`config.mk`:
```
export PLATFORM = sky130hd
export DESIGN_NAME = pipeline_hazard_ctrl
export DESIGN_NICKNAME = d
export VERILOG_FILES = /design/src/rtl/pipeline_hazard_ctrl.sv
export SDC_FILE = /design/constraint.sdc
export NUM_CORES = 1
export LEC_CHECK = 0
export CORE_MARGIN = 4
export CORE_UTILIZATION = 32
export DETAILED_ROUTE_END_ITERATION = 6
export PLACE_DENSITY = 0.79
export SYNTH_ARGS = -nofsm -noshare
export SYNTH_HDL_FRONTEND = slang
export SYNTH_SLANG_ARGS = --single-unit
```
`constraint.sdc`:
```
create_clock -name i_clk -period 2.1 [get_ports i_clk]
set_input_delay 0.315 -clock i_clk [delete_from_list [all_inputs] [get_ports i_clk]]
set_output_delay 0.315 -clock i_clk [all_outputs]
set_load 0.02 [all_outputs]
```
`src/rtl/pipeline_hazard_ctrl.sv`:
```
// pipeline_hazard_ctrl: hazard detection, operand forwarding and the
// mul/div stall sequencer for a five-stage pipeline.
// Build option: define HAZARD_FWD_EN to enable E/D forwarding together with
// load-use and branch stalls. When it is undefined, forwarding is off and any
// RAW dependency on E or M stalls decode instead.
module pipeline_hazard_ctrl #(
    parameter int MD_LATENCY = 32
) (
    input  logic       i_clk,
    input  logic       i_rst_n,
    input  logic [4:0] i_RsD,
    input  logic [4:0] i_RtD,
    input  logic [4:0] i_RsE,
    input  logic [4:0] i_RtE,
    input  logic [4:0] i_WriteRegE,
    input  logic [4:0] i_WriteRegM,
    input  logic [4:0] i_WriteRegW,
    input  logic       i_RegWriteE,
    input  logic       i_RegWriteM,
    input  logic       i_RegWriteW,
    input  logic       i_MemtoRegE,
    input  logic       i_MemtoRegM,
    input  logic       i_BranchD,
    input  logic       i_PCSrcD,
    input  logic       i_JumpD,
    input  logic       i_MdOpE,
    output logic       o_StallF,
    output logic       o_StallD,
    output logic       o_StallE,
    output logic       o_FlushD,
    output logic       o_FlushE,
    output logic       o_FlushM,
    output logic [1:0] o_ForwardAE,
    output logic [1:0] o_ForwardBE,
    output logic       o_ForwardAD,
    output logic       o_ForwardBD,
    output logic       o_MdStart,
    output logic       o_MdBusy,
    output logic       o_MdResultValid
);

    typedef enum logic [1:0] {IDLE, RUN, DONE} mdState_e;

    mdState_e   mdState, mdNext;
    logic [5:0] mdCnt;
    logic       mdStart, mdStall, mdBusy, mdValid;
    logic       hazStall;
    logic [1:0] fwdAE, fwdBE;
    logic       fwdAD, fwdBD;

    // Register 0 is hardwired, so it never creates a dependency.
    function automatic logic regMatch(input logic [4:0] src, input logic [4:0] dst);
        return (src != 5'd0) && (src == dst);
    endfunction

`ifdef HAZARD_FWD_EN
    logic lwStall, brStall;

    // E operand bypass: the younger producer in M takes priority over W.
    always_comb begin
        fwdAE = 2'b00;
        fwdBE = 2'b00;
        if (i_RegWriteM && regMatch(i_RsE, i_WriteRegM))      fwdAE = 2'b10;
        else if (i_RegWriteW && regMatch(i_RsE, i_WriteRegW)) fwdAE = 2'b01;
        if (i_RegWriteM && regMatch(i_RtE, i_WriteRegM))      fwdBE = 2'b10;
        else if (i_RegWriteW && regMatch(i_RtE, i_WriteRegW)) fwdBE = 2'b01;
    end

    // Branch compare in D can only bypass from M; E results and M loads stall.
    always_comb begin
        fwdAD   = i_RegWriteM && regMatch(i_RsD, i_WriteRegM);
        fwdBD   = i_RegWriteM && regMatch(i_RtD, i_WriteRegM);
        lwStall = i_MemtoRegE && (regMatch(i_RsD, i_RtE) || regMatch(i_RtD, i_RtE));
        brStall = i_BranchD &&
                  ((i_RegWriteE && (regMatch(i_RsD, i_WriteRegE) || regMatch(i_RtD, i_WriteRegE))) ||
                   (i_MemtoRegM && (regMatch(i_RsD, i_WriteRegM) || regMatch(i_RtD, i_WriteRegM))));
        hazStall = lwStall || brStall;
    end
`else
    logic unusedFwdIns;
    assign unusedFwdIns = ^{i_RsE, i_RtE, i_WriteRegW, i_RegWriteW,
                            i_MemtoRegE, i_MemtoRegM, i_BranchD};

    // No bypass paths: hold decode until the producer reaches W, where the
    // write-first register file resolves the remaining conflict.
    always_comb begin
        fwdAE    = 2'b00;
        fwdBE    = 2'b00;
        fwdAD    = 1'b0;
        fwdBD    = 1'b0;
        hazStall = (i_RegWriteE && (regMatch(i_RsD, i_WriteRegE) || regMatch(i_RtD, i_WriteRegE))) ||
                   (i_RegWriteM && (regMatch(i_RsD, i_WriteRegM) || regMatch(i_RtD, i_WriteRegM)));
    end
`endif

    // Mul/div state register.
    always_ff @(posedge i_clk or negedge i_rst_n) begin
        if (!i_rst_n) mdState <= IDLE;
        else          mdState <= mdNext;
    end

    // Remaining-cycle counter: loaded on start, counts down while running.
    always_ff @(posedge i_clk or negedge i_rst_n) begin
        if (!i_rst_n)          mdCnt <= 6'd0;
        else if (mdStart)      mdCnt <= 6'(MD_LATENCY - 1);
        else if (mdState == RUN) mdCnt <= mdCnt - 6'd1;
        else                   mdCnt <= 6'd0;
    end

    // Mul/div next-state; the start cycle itself counts as one stall cycle.
    always_comb begin
        mdNext = mdState;
        case (mdState)
            IDLE: if (i_MdOpE) mdNext = (MD_LATENCY == 1) ? DONE : RUN;
            RUN:  if (mdCnt == 6'd1) mdNext = DONE;
            DONE: mdNext = IDLE;
            default: mdNext = IDLE;
        endcase
    end

    // Mul/div outputs decoded from state; DONE ignores a new op in E.
    always_comb begin
        mdStart = (mdState == IDLE) && i_MdOpE;
        mdStall = mdStart || (mdState == RUN);
        mdBusy  = mdStall || (mdState == DONE);
        mdValid = (mdState == DONE);
    end

    // Final stall/flush combination, forced to 0 while reset is held.
    always_comb begin
        o_StallF        = i_rst_n && (hazStall || mdStall);
        o_StallD        = o_StallF;
        o_StallE        = i_rst_n && mdStall;
        o_FlushM        = i_rst_n && mdStall;
        o_FlushE        = i_rst_n && hazStall && !mdStall;
        o_FlushD        = i_rst_n && (i_PCSrcD || i_JumpD) && !o_StallD;
        o_ForwardAE     = i_rst_n ? fwdAE : 2'b00;
        o_ForwardBE     = i_rst_n ? fwdBE : 2'b00;
        o_ForwardAD     = i_rst_n && fwdAD;
        o_ForwardBD     = i_rst_n && fwdBD;
        o_MdStart       = i_rst_n && mdStart;
        o_MdBusy        = i_rst_n && mdBusy;
        o_MdResultValid = i_rst_n && mdValid;
    end

endmodule

```
==> impl_metrics.json, run 1 <==
{
  "outcome": "finished, violations left",
  "violations": "negative setup slack",
  "grt_pass1_vias": 912,
  "setup_slack_ns": -0.0152,
  "required_ns": 1.78,
  "grt_pass1_wl_um": 3710,
  "drc": 0,
  "switching_share_pct": 40.3,
  "hold_class": "input pin to async pin",
  "hold_violations": 0,
  "r2r_slack_ns": 0.74,
  "route.met3.wl_um": 179,
  "p_seq_share_pct": 30.6,
  "dp.cells": 162,
  "pin_count": 61,
  "rsz0062_at_grt": "yes",
  "ys_seq_share_pct": 26.9,
  "track_usage_pct": 14.9,
  "period_minus_slack_ns": 2.12,
  "gr-usage-met3_pct": 4.18,
  "crit_start": "i_RtD[3]",
  "switching_power_uw": 366,
  "path_class": "input pin to output port",
  "nets": 187,
  "hpwl_um": 1930,
  "ir_drop_uv": 409,
  "ctsRootBufferMaster": "clkbuf_4",
  "largest_area_cell": "dfrtp_1",
  "cts_tree": "done",
  "top_cells_by_area": "dfrtp_1 (27%), xnor2_1 (18%), xor2_1 (11%)",
  "critPathLaunchType": "input pin",
  "core_area_mm2": 0.00221,
  "top_layer": "met4",
  "core_util_floorplan_pct": 33.7,
  "rows": 17,
  "crit_path_cell_trace": "buf_6, or4_4, nor2_4, nor4_4, o21ai_2, and4bb_1, buf_6",
  "finalCoreUtilization_pct": 58.3,
  "clkSinkCount": 8,
  "drv_slew": 0,
  "power_per_cell_area_mw_per_mm2": 705,
  "power_frac_comb_pct": 56.2,
  "fin_skew_ns": 0.00790,
  "yosys_warnings": 0,
  "synth.avg_cell_area_um2": 8.66,
  "grt_max_degree": 9,
  "r2r-end": "mdState[0]$_DFFE_PN0P_",
  "slowest_delay_ns": 0.54,
  "routabilityCongestion": 0.920,
  "end_kind": "output port",
  "die-area_mm2": 0.00316,
  "first_pass_iters": 4,
  "drt_iter0_markers": 19,
  "avgRoutedWirePerCell_um": 14.4,
  "numSynthFlops": 8,
  "ys_types": 27,
  "warning_count": 48,
  "ys.flop_type": "dfrtp_1",
  "setup_viol": 1,
  "hold_buffers": 0,
  "path_clk_slew_ns": 0.06,
  "arrival_ns": 1.80,
  "postCtsSetupRepairBufs": 0,
  "wl_met2_um": 1270,
  "layout.cells.non_filler": 165,
  "design_area_mm2": 0.00129,
  "pg_clk_uw": 120,
  "leakagePower_nw": 0.581,
  "clockBufferDepth": 2,
  "synth_top_cell_by_count": "xnor2_1",
  "cts_resized": 73,
  "clockPowerShare_pct": 13.2,
  "wl_met1_um": 808,
  "tns_ns": -0.0152,
  "via_per_inst": 4.84,
  "critical-path-top-cell-by-count": "buf_6",
  "crit_end": "o_FlushD",
  "p_int_uw": 542,
  "synthToLayoutAreaGrowth_pct": 73.1,
  "powerComb_uw": 510,
  "critPathMaxFanout": 3,
  "busiest_layer": "met2",
  "yosys_area_um2": 744,
  "synth_top_area_share_pct": 26.9,
  "final_antenna_net_count": 0,
  "power_leader": "combinational logic",
  "ys_async_sr_fraction_pct": 100,
  "pg_seq_uw": 278,
  "lay_top_count": "buf_4",
  "h-tree-depth": 1,
  "worst_path_max_delay_cell": "or4_4",
  "clk_latency_ns": 0.26,
  "reg2reg_depth": 3,
  "finalPower_uw": 908,
  "common_cells": "xnor2_1 (15), xor2_1 (9), buf_4 (8), dfrtp_1 (8)",
  "final_cell_mix": "buf_4 (16), xnor2_1 (15), dlygate4sd2_1 (15)",
  "pre_cts_ws_ns": -0.740,
  "postSynthCellCount": 86,
  "diodes": 0,
  "whs_ns": 0.430,
  "cap_violations": 0,
  "grt_use_met1_pct": 13.0,
  "min_period_over_period_pct": 101,
  "synth_area_um2": 744,
  "gr-total-overflow": 0,
  "layout-drive-gt1-share_pct": 33.6,
  "max_freq_mhz": 473,
  "met2_usage_pct": 29.2,
  "antenna_found_initial": 0,
  "placed_area_mm2": 0.00121,
  "edf_count": 0,
  "rr_startpoint": "mdState[0]$_DFFE_PN0P_",
  "yosysCellCount": 86
}
-- run 1: cell families (layout without fill, tap and decap cells) --
group	Yosys count	in the layout	synth area share [%]
buffers and inverters	12	58	10.1
adders and majority gates	2	2	3.36
other	1	6	0.504
and+or+nand+nor	28	28	22.5
xor gates and xnor gates	24	24	28.2
AOI/OAI and AO/OA	11	11	8.40
DFF	8	8	26.9
-- run 1: sequential cells by signal (all words and copies together), names as in the netlist --
name / cells
mdState: 2
mdCnt: 6
-- run 1: critical path: cells and delay by family --
kind	cells	cell delay, ns
buffers and inverters	2	0.22
AOI/OAI and AO/OA	1	0.24
and+or+nand+nor	4	1.02
-- run 1: area by class of cell --
cell class	count	area (µm²)
clock buffer	3	22.5
fill	212	923
inverter	4	15.0
multi-input combinational	71	588
sequential	8	200
tap	28	35.0
timing repair buffer	51	428
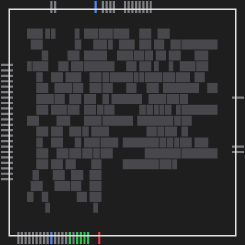
Figure 1: run 1, ports around the boundary.
Drawn at 4 px/µm. Pins as bars across the die edge, other pins in gray.
Key: green = i_WriteRegW [pins 5, direction input, edge bottom]; red = o_ForwardBD [pins 1, direction output, edge bottom]; blue = o_ForwardAE [pins 2, direction output, edge 1 bottom, 1 top]
All pins by edge: 22 left, 21 bottom, 15 top, 3 right.
die height: 56.2 µm
Port Buf Inserts: 35
die x size: 56.2 µm

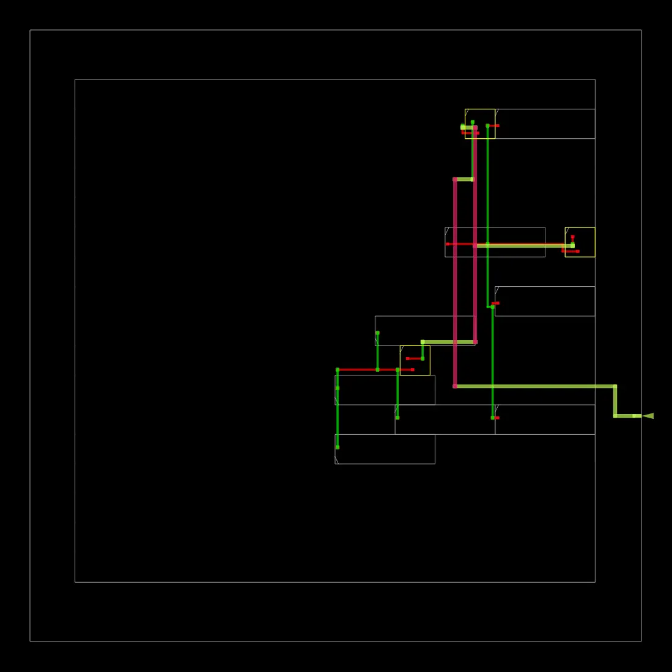
Figure 2: run 1, clock routing.
Num CTS Buffers: 3
clock buf count: 3

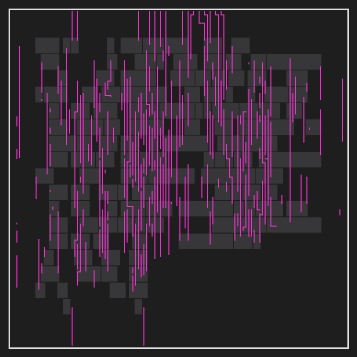
Figure 3: run 1, M2 wires.
Drawn at 6 px/µm.
The wires run mostly vertical. The layer carries 1270 µm of wire.
total number of vias: 798
Routed Wire Length: 2380 µm

==> run 2: changes to the inputs <==
--- a/config.mk
+++ b/config.mk
@@ -6,9 +6,9 @@
 export NUM_CORES = 1
 export LEC_CHECK = 0
 export CORE_MARGIN = 4
-export CORE_UTILIZATION = 32
+export CORE_UTILIZATION = 35
 export DETAILED_ROUTE_END_ITERATION = 6
-export PLACE_DENSITY = 0.79
+export PLACE_DENSITY = 0.86
 export SYNTH_ARGS = -nofsm -noshare
 export SYNTH_HDL_FRONTEND = slang
 export SYNTH_SLANG_ARGS = --single-unit
==> constraint.sdc (replaced) <==
create_clock -name i_clk -period 2.7 [get_ports i_clk]
set_input_delay 0.405 -clock i_clk [delete_from_list [all_inputs] [get_ports i_clk]]
set_output_delay 0.405 -clock i_clk [all_outputs]
set_load 0.02 [all_outputs]
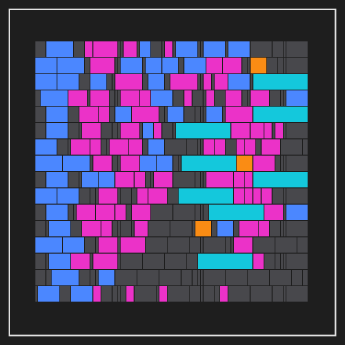
Figure 4: run 2, placement by cell class.
Drawn at 6 px/µm. Fill, decap, tap and diode cells in gray.
Key: blue = remaining buffers and delay cells [cells 47]; cyan = sequential cells [cells 8]; magenta = combinational and other logic [cells 75]; orange = clock drivers [cells 3]
Core ar.: 0.00198 mm²
cell row count: 16
Core Util, Final: 62.3%
final instance area: 0.00123 mm²
flop share of the area: 16.2%

==> run 2 against run 1 <==
  * The flow now finishes without violations
  * Sequential power shrank 22%
  * First-iteration DRC count shrank 26%
  * Count of clock-buffer cells in the layout is the same
  * Critical path depth grew 1
  * Non-clock buffer count shrank 4
  * Flip-flop count is the same
  * Power shrank 26%
  * Clock power shrank 23%
  * Synthesized cell count is the same
  * Wire length shrank 6.1%
  * Core utilization grew 4.1 points
  * Largest power group unchanged
==> impl_metrics.json, run 2 <==
{
  "clockBufferDepth": 2,
  "simple_gate_area_share_pct": 22.5,
  "tns_ns": 0,
  "top_regs": "mdCnt (6), mdState (2)",
  "synthToLayoutAreaGrowth_pct": 65.9,
  "via_per_inst": 4.97,
  "cap_violations": 0,
  "warning_count": 46,
  "hpwl_um": 1920,
  "leakagePower_nw": 0.557,
  "fill_cells": 173,
  "top_cells_by_area": "dfrtp_1 (27%), xnor2_1 (18%), xor2_1 (11%)",
  "vias": 795,
  "yosysCellCount": 86,
  "final_antenna_net_count": 0,
  "critPathLaunchType": "input pin",
  "synth_area_um2": 744,
  "logic_family": "XOR/XNOR gates",
  "portBuffers": 35,
  "lay_top_count": "clkdlybuf4s50_1",
  "diodes": 0,
  "outcome": "finished, final reports clean",
  "crit_path_cell_trace": "clkdlybuf4s50_1, or4_4, nor2_4, nor4_1, o21ai_1, buf_4, a31oi_2, buf_4",
  "ys_async_sr_fraction_pct": 100,
  "pre_cts_ws_ns": -0.407,
  "grt_pass1_vias": 895,
  "synth.avg_cell_area_um2": 8.66,
  "comb-cell-share_pct": 42.1,
  "nets": 183,
  "path_buffers": 3,
  "power_per_cell_area_mw_per_mm2": 546,
  "path_clk_slew_ns": 0.06,
  "rsz0062_at_grt": "no",
  "regArea_um2": 200,
  "h-tree-depth": 1,
  "grt_max_degree": 9,
  "logic_area_um2": 520,
  "postSynthCellCount": 86,
  "cts_tree": "done",
  "taps": 27,
  "drt_iter0_markers": 14,
  "final_cell_mix": "clkdlybuf4s50_1 (24), xnor2_1 (15), buf_4 (14)",
  "ys_sh_mux_pct": 0,
  "worst_path_max_delay_cell": "clkdlybuf4s50_1",
  "hold_buffers": 0,
  "yosys_warnings": 0,
  "core_util_floorplan_pct": 37.6,
  "clkSinkCount": 8,
  "ys_types": 27,
  "ctsRootBufferMaster": "clkbuf_4",
  "setup_viol": 0,
  "largestClassByArea": "logic gates",
  "postRouteWirelength_um": 2230,
  "critPathMaxFanout": 3,
  "period_minus_slack_ns": 2.60,
  "xor_share_pct": 28.2,
  "grt_pass1_wl_um": 3510,
  "gr-usage-met3_pct": 3.32,
  "placed_area_mm2": 0.00117,
  "critical-path-top-cell-by-count": "buf_4",
  "first_pass_iters": 4,
  "drv_slew": 0,
  "track_usage_pct": 16.9,
  "aoi_share_pct": 8.40,
  "gr-total-overflow": 0,
  "path_depth": 8,
  "synth_top_area_share_pct": 26.9,
  "busiest_layer": "met2",
  "clk_latency_ns": 0.26,
  "path_class": "input pin to output port",
  "numSynthFlops": 8,
  "pin_count": 61,
  "layout-drive-gt1-share_pct": 20.3,
  "required_ns": 2.30,
  "die-width_um": 54.1,
  "wl_met2_um": 1270,
  "postCtsSetupRepairBufs": 1,
  "nClkBuffers": 3,
  "routabilityCongestion": 0.830,
  "grt_use_met1_pct": 14.1,
  "wl_met1_um": 704,
  "reg2reg_depth": 2,
  "dp.cells": 156,
  "hold_class": "flip-flop to flip-flop",
  "die_h_um": 54.1,
  "comb_cells": 71,
  "synth_top_cell_by_count": "xnor2_1",
  "avgRoutedWirePerCell_um": 13.9,
  "antenna_found_initial": 0,
  "ys_sh_adder_pct": 3.36,
  "end_kind": "output port",
  "min_period_over_period_pct": 96.1,
  "arrival_ns": 2.19,
  "nonClkBufAreaFrac_pct": 35.9,
  "yosys_area_um2": 744,
  "seq_cells": 8,
  "inv_count": 4,
  "largest_area_cell": "dfrtp_1",
  "fin_skew_ns": 0.00894,
  "die-area_mm2": 0.00293,
  "slowest_delay_ns": 0.48,
  "ys.flop_type": "dfrtp_1",
  "top_layer": "met4",
  "cts_made_buffers": 3,
  "route.met3.wl_um": 182
}
## run 2: power breakdown
group	internal, mW	switching, mW
registers	0.174	0.0442
clock network	0.0509	0.0413
logic	0.185	0.179
## run 2: final timing paths
check,slack (ns),endpoint,start
min,0.45,mdState[1]$_DFFE_PN0P_,mdCnt[5]$_DFF_PN0_
max in group asynchronous,2.03,mdCnt[1]$_DFF_PN0_,i_rst_n
max reg2reg,1.41,mdState[0]$_DFFE_PN0P_,mdState[0]$_DFFE_PN0P_
min in group asynchronous,0.53,mdState[0]$_DFFE_PN0P_,i_rst_n
min reg2reg,0.45,mdState[1]$_DFFE_PN0P_,mdCnt[5]$_DFF_PN0_
max,0.10,o_StallD,i_RtD[4]
Power is estimated from default activity; no workload was simulated.
